Fig. 1: cells colored by class
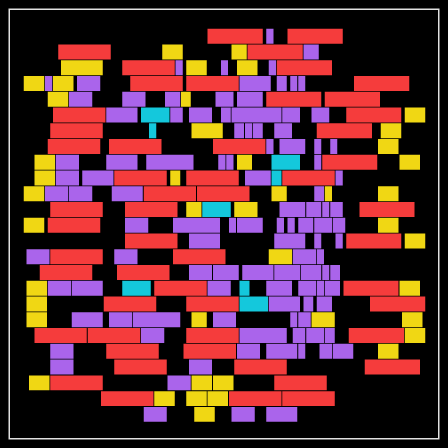
Fig. 2: PDN straps and rails
Scale bar: 20 um. Pins as bars on the die edge.
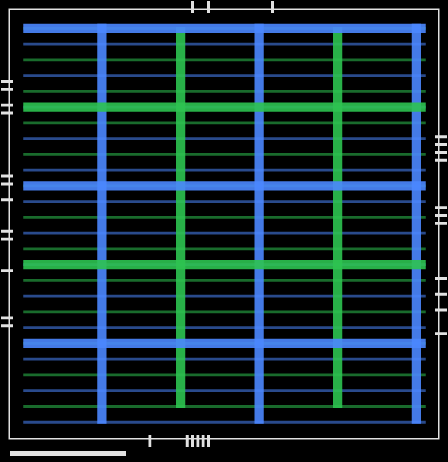
Fig. 3: placement density heat map
Scale bar: 20 um. The die is cut into 7 by 7 equal tiles; black is low, pale yellow is high, 0 to 100% covered.
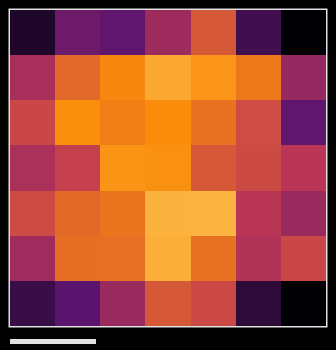
Fig. 4: track usage over the die
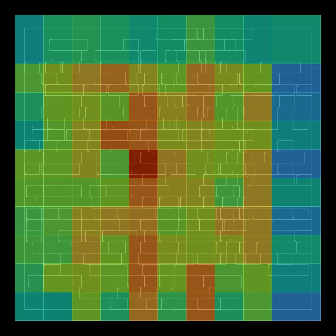
[src/rtl/seg_frame_driver_pkg.sv]
// seg_frame_driver_pkg: shared constants, hex segment table and slot state type
package seg_frame_driver_pkg;
  localparam logic [6:0] SEG_BLANK = 7'h7F;
  localparam logic [6:0] HEX_SEG [16] = '{
    7'h40, 7'h79, 7'h24, 7'h30, 7'h19, 7'h12, 7'h02, 7'h78,
    7'h00, 7'h10, 7'h08, 7'h03, 7'h46, 7'h21, 7'h06, 7'h0E
  };
  typedef enum logic {ST_BLANK, ST_DRIVE} slot_t;
endpackage

[src/rtl/seg_frame_driver_if.sv]
// seg_frame_driver_if: valid/ready hex word channel into the display driver
interface seg_frame_driver_if #(parameter int DIGITS = 4);
  logic [4*DIGITS-1:0] data_in;
  logic data_valid;
  logic data_ready;
  modport master (output data_in, data_valid, input data_ready);
  modport slave (input data_in, data_valid, output data_ready);
endinterface

[src/rtl/seg_frame_driver_hex_to_seg.sv]
// hex_to_seg: nibble to active-low gfedcba cathode pattern
module hex_to_seg
  import seg_frame_driver_pkg::*;
(
  input  logic [3:0] nib_i,
  output logic [6:0] seg_o
);
  assign seg_o = HEX_SEG[nib_i];
endmodule

[src/rtl/seg_frame_driver.sv]
// seg_frame_driver: double-buffered multiplexed common-anode 7-segment driver
module seg_frame_driver
  import seg_frame_driver_pkg::*;
#(
  parameter int DIGITS     = 4,
  parameter int PHASE_BITS = 5,
  parameter int BLANK      = 4
) (
  input  logic                clk,
  input  logic                reset,
  seg_frame_driver_if.slave   bus,
  output logic [DIGITS-1:0]   an,
  output logic [6:0]          seg,
  output logic                frame_done
);
  localparam int IW = $clog2(DIGITS);
  localparam logic [IW-1:0] LAST = IW'(DIGITS - 1);
  localparam logic [PHASE_BITS-1:0] DRIVE_TOP = PHASE_BITS'((1 << PHASE_BITS) - 1 - BLANK);

  logic [PHASE_BITS-1:0] phase_q, phase_d;
  logic [IW-1:0]         idx_q, idx_d;
  slot_t                 state_q, state_d;
  logic [4*DIGITS-1:0]   pend_q, pend_d, shown_q, shown_d;
  logic                  full_q, full_d;
  logic [DIGITS-1:0]     an_q, an_d;
  logic [6:0]            seg_q, seg_d, dec;
  logic                  done_q;
  logic                  wrap, boundary, accept;
  logic [3:0]            nib;

  assign nib = 4'(shown_q >> {idx_q, 2'b00});

  hex_to_seg u_dec (.nib_i(nib), .seg_o(dec));

  // slot timing and display outputs: blank the first BLANK cycles of each slot
  always_comb begin
    wrap     = phase_q == '0;
    boundary = wrap && idx_q == LAST;
    phase_d  = phase_q - 1'b1;
    idx_d    = wrap ? (idx_q == LAST ? '0 : idx_q + 1'b1) : idx_q;
    state_d  = phase_d > DRIVE_TOP ? ST_BLANK : ST_DRIVE;
    an_d     = state_q == ST_DRIVE ? ~(DIGITS'(1) << idx_q) : '1;
    seg_d    = state_q == ST_DRIVE ? dec : SEG_BLANK;
  end

  // double buffer: the boundary only sees a word that was pending before this edge
  always_comb begin
    accept  = bus.data_valid && !full_q;
    pend_d  = accept ? bus.data_in : pend_q;
    shown_d = boundary && full_q ? pend_q : shown_q;
    full_d  = boundary && full_q ? 1'b0 : (accept | full_q);
  end

  // state registers; reset blanks the display at once and drops any pending word
  always_ff @(posedge clk or posedge reset) begin
    if (reset) begin
      phase_q <= '1;
      idx_q   <= '0;
      state_q <= ST_BLANK;
      an_q    <= '1;
      seg_q   <= SEG_BLANK;
      done_q  <= 1'b0;
      full_q  <= 1'b0;
      pend_q  <= '0;
      shown_q <= '0;
    end else begin
      phase_q <= phase_d;
      idx_q   <= idx_d;
      state_q <= state_d;
      an_q    <= an_d;
      seg_q   <= seg_d;
      done_q  <= boundary;
      full_q  <= full_d;
      pend_q  <= pend_d;
      shown_q <= shown_d;
    end
  end

  assign bus.data_ready = ~full_q;
  assign an             = an_q;
  assign seg            = seg_q;
  assign frame_done     = done_q;
endmodule

[src/flat_wrapper.sv]
// flat-port wrapper written by rule: the top's interface ports become plain ports
module seg_frame_driver_flat import seg_frame_driver_pkg::*;
#(
  parameter int DIGITS     = 4,
  parameter int PHASE_BITS = 5,
  parameter int BLANK      = 4
)
  (clk, reset, an, seg, frame_done, bus_data_in, bus_data_valid, bus_data_ready);
  seg_frame_driver_if #(.DIGITS(DIGITS)) bus_i ();
  input  logic clk;
  input  logic reset;
  output logic [DIGITS-1:0] an;
  output logic [6:0] seg;
  output logic frame_done;
  input wire logic [$bits(bus_i.data_in)-1:0] bus_data_in;
  input wire logic [$bits(bus_i.data_valid)-1:0] bus_data_valid;
  output wire logic [$bits(bus_i.data_ready)-1:0] bus_data_ready;
  assign bus_i.data_in = bus_data_in;
  assign bus_i.data_valid = bus_data_valid;
  assign bus_data_ready = bus_i.data_ready;
  seg_frame_driver #(.DIGITS(DIGITS), .PHASE_BITS(PHASE_BITS), .BLANK(BLANK)) u_core (.clk(clk), .reset(reset), .bus(bus_i), .an(an), .seg(seg), .frame_done(frame_done));
endmodule
[config.mk]
export PLATFORM = sky130hd
export DESIGN_NAME = seg_frame_driver_flat
export DESIGN_NICKNAME = d
export VERILOG_FILES = /design/src/rtl/seg_frame_driver_pkg.sv /design/src/rtl/seg_frame_driver_if.sv /design/src/rtl/seg_frame_driver_hex_to_seg.sv /design/src/rtl/seg_frame_driver.sv /design/src/flat_wrapper.sv
export SDC_FILE = /design/constraint.sdc
export NUM_CORES = 1
export LEC_CHECK = 0
export CAP_MARGIN = 25
export CORE_MARGIN = 2
export CORE_UTILIZATION = 49
export DETAILED_ROUTE_END_ITERATION = 8
export GPL_TIMING_DRIVEN = 0
export PLACE_DENSITY = 0.72
export SLEW_MARGIN = 20
export SYNTH_ARGS = -nofsm -noshare
export SYNTH_HDL_FRONTEND = slang
export SYNTH_SLANG_ARGS = --single-unit
[constraint.sdc]
create_clock -name clk -period 2.1 [get_ports clk]
set_clock_uncertainty 0.15 [all_clocks]
set_input_delay 0.42 -clock clk [delete_from_list [all_inputs] [get_ports clk]]
set_output_delay 0.42 -clock clk [all_outputs]
set_load 0.02 [all_outputs]
==> GITHUB_STEP_SUMMARY <==
### Metrics collected by this job

| Metric | Value |
|---|---|
| Post-synthesis share of cell area spent on full adders, half adders and majority gates | `0.0627` |
| Number of library cell types mapped by synthesis | `35` |
| Outcome | `finished, final reports clean` |
| Biggest cell delay along the critical path | `0.39 ns` |
| Setup repair bufs after CTS | `1` |
| Worst Max-Slew Pin Slew | `0.557 ns` |
| Instance count of the mapped netlist | `166` |
| Fraction of area in registers | `0.459` |
| Tally of filler cells in the layout | `360` |
| Antenna violations before repair | `0` |
| Hold Crit Depth | `1` |
| Post-synth tally of flip-flops with integrated enable | `0` |
| Antenna viol nets, final | `0` |
| Vias | `1385` |
| Reg clk slew, reported paths | `0.09 ns` |
| Layout clock buffers | `6` |
| Share of flip-flops with an asynchronous set or reset | `1.00` |
| Critical path launch point | `u_core.phase_q[0]` |
| Power Density | `586 mW/mm^2` |
| Slack of the critical path | `0.0639 ns` |
| Critical path start-end classification | `flip-flop to flip-flop` |
| Clk latency late pin | `0.30 ns` |
| Fraction of area in multi-input gates | `0.325` |
| Total clock sinks | `53` |
| Std-Cell Rows | `25` |
| Total die size | `0.00546 mm^2` |
| Global router's overall resource usage | `0.164` |
| Endpoint kind of the worst setup timing path | `flip-flop` |
| Number of top-level pins | `32` |
| Placed cell area | `0.00281 mm^2` |
| End of the worst register-to-register path | `u_core.shown_q[5]` |
| Fraction of the yosys area taken by sequential cells | `0.562` |
| Source of the worst register-to-register timing path | `u_core.phase_q[0]` |
| Layout buffering overhead excluding clock cells | `0.147` |
| Leading post-synthesis cells by cell area | `dfrtp_1 (39%), dfstp_2 (18%), mux2_2 (11%)` |
| Type of origin of the critical path | `flip-flop` |
| Drt first-iter violations | `33` |
| Most common reg cell | `dfrtp_1` |
| Max capacitance violation total | `0` |
| Min cycle time layout | `2.04 ns` |
| Setup TNS | `0 ns` |
| WP data required | `2.14 ns` |
| Leakage power | `0.00130 uW` |
| Largest net degree at the start of global routing | `29` |
| Number of multi-input logic gates | `96` |
| Clock Tree Root | `clkbuf_8` |
| Count of plain and timing-repair buffers | `44` |
| Critical path arrival | `2.08 ns` |
| Layout cells sized above 1 | `0.384` |
| # port buffers | `31` |
| Global-route wire length before repair | `6.60 mm` |
| Top post-synthesis cells by count | `dfrtp_1 (37), mux2_2 (23), dfstp_2 (16), ha_1 (12), nand2_1 (12)` |
| Yosys aoi share | `0.0418` |
About Fig. 1:
[cyan] clock drivers and dummy loads | cells: 8 | share of their area: 2.9%
[yellow] remaining buffers and delay cells | cells: 44 | share of their area: 15%
[purple] remaining logic cells | cells: 106 | share of their area: 35%
[red] registers | cells: 53 | share of their area: 47%

About Fig. 2:
[blue] VSS
[green] VDD
met4 straps: 5
rows: 25
met1 rails: 26
worst voltage drop across the vdd grid: 0.367 mV
Placeable Area: 0.00472 mm^2
height of the chip: 73.9 um
DIE WIDTH: 73.9 um

About Fig. 3:
tiles over 75% full: 16%
nearly empty tiles: 4.1%
mean over tiles: 52%
densest ninth of the die: center
fullest tile: 84%
end-of-flow core utilization: 0.621
pre-placement core utilization: 0.507

About Fig. 4:
GR Layer Usage met1: 0.203
M3 GR Usage: 0.0453

==> power breakdown <==
group          internal, uW  switching (uW)  total (uW)  leakage, uW
combinational          62.3            32.6        94.9     0.000620
sequential             1060            19.8        1080     0.000637
clock                   232             314         545    0.0000450
==> layer usage <==
metal	wire length (um)	part of all wire	vias up	track usage
met1	1670	0.42	688	0.203
met5	0	0	-	0
met4	25	0.0063	0	0.0485
li1	-	-	659	-
met2	2080	0.53	34	0.280
met3	163	0.041	4	0.0453
==> state kept, by name, summed over array words and instances, names as in the netlist <==
name	flops
u_core.state_q	1
u_core.phase_q	5
u_core.an	4
u_core.idx_q	2
u_core.full_q	1
u_core.frame_done	1
u_core.seg	7
u_core.pend_q	16
u_core.shown_q	16
Power figures rest on the tool's default switching activity, not on a simulated workload.
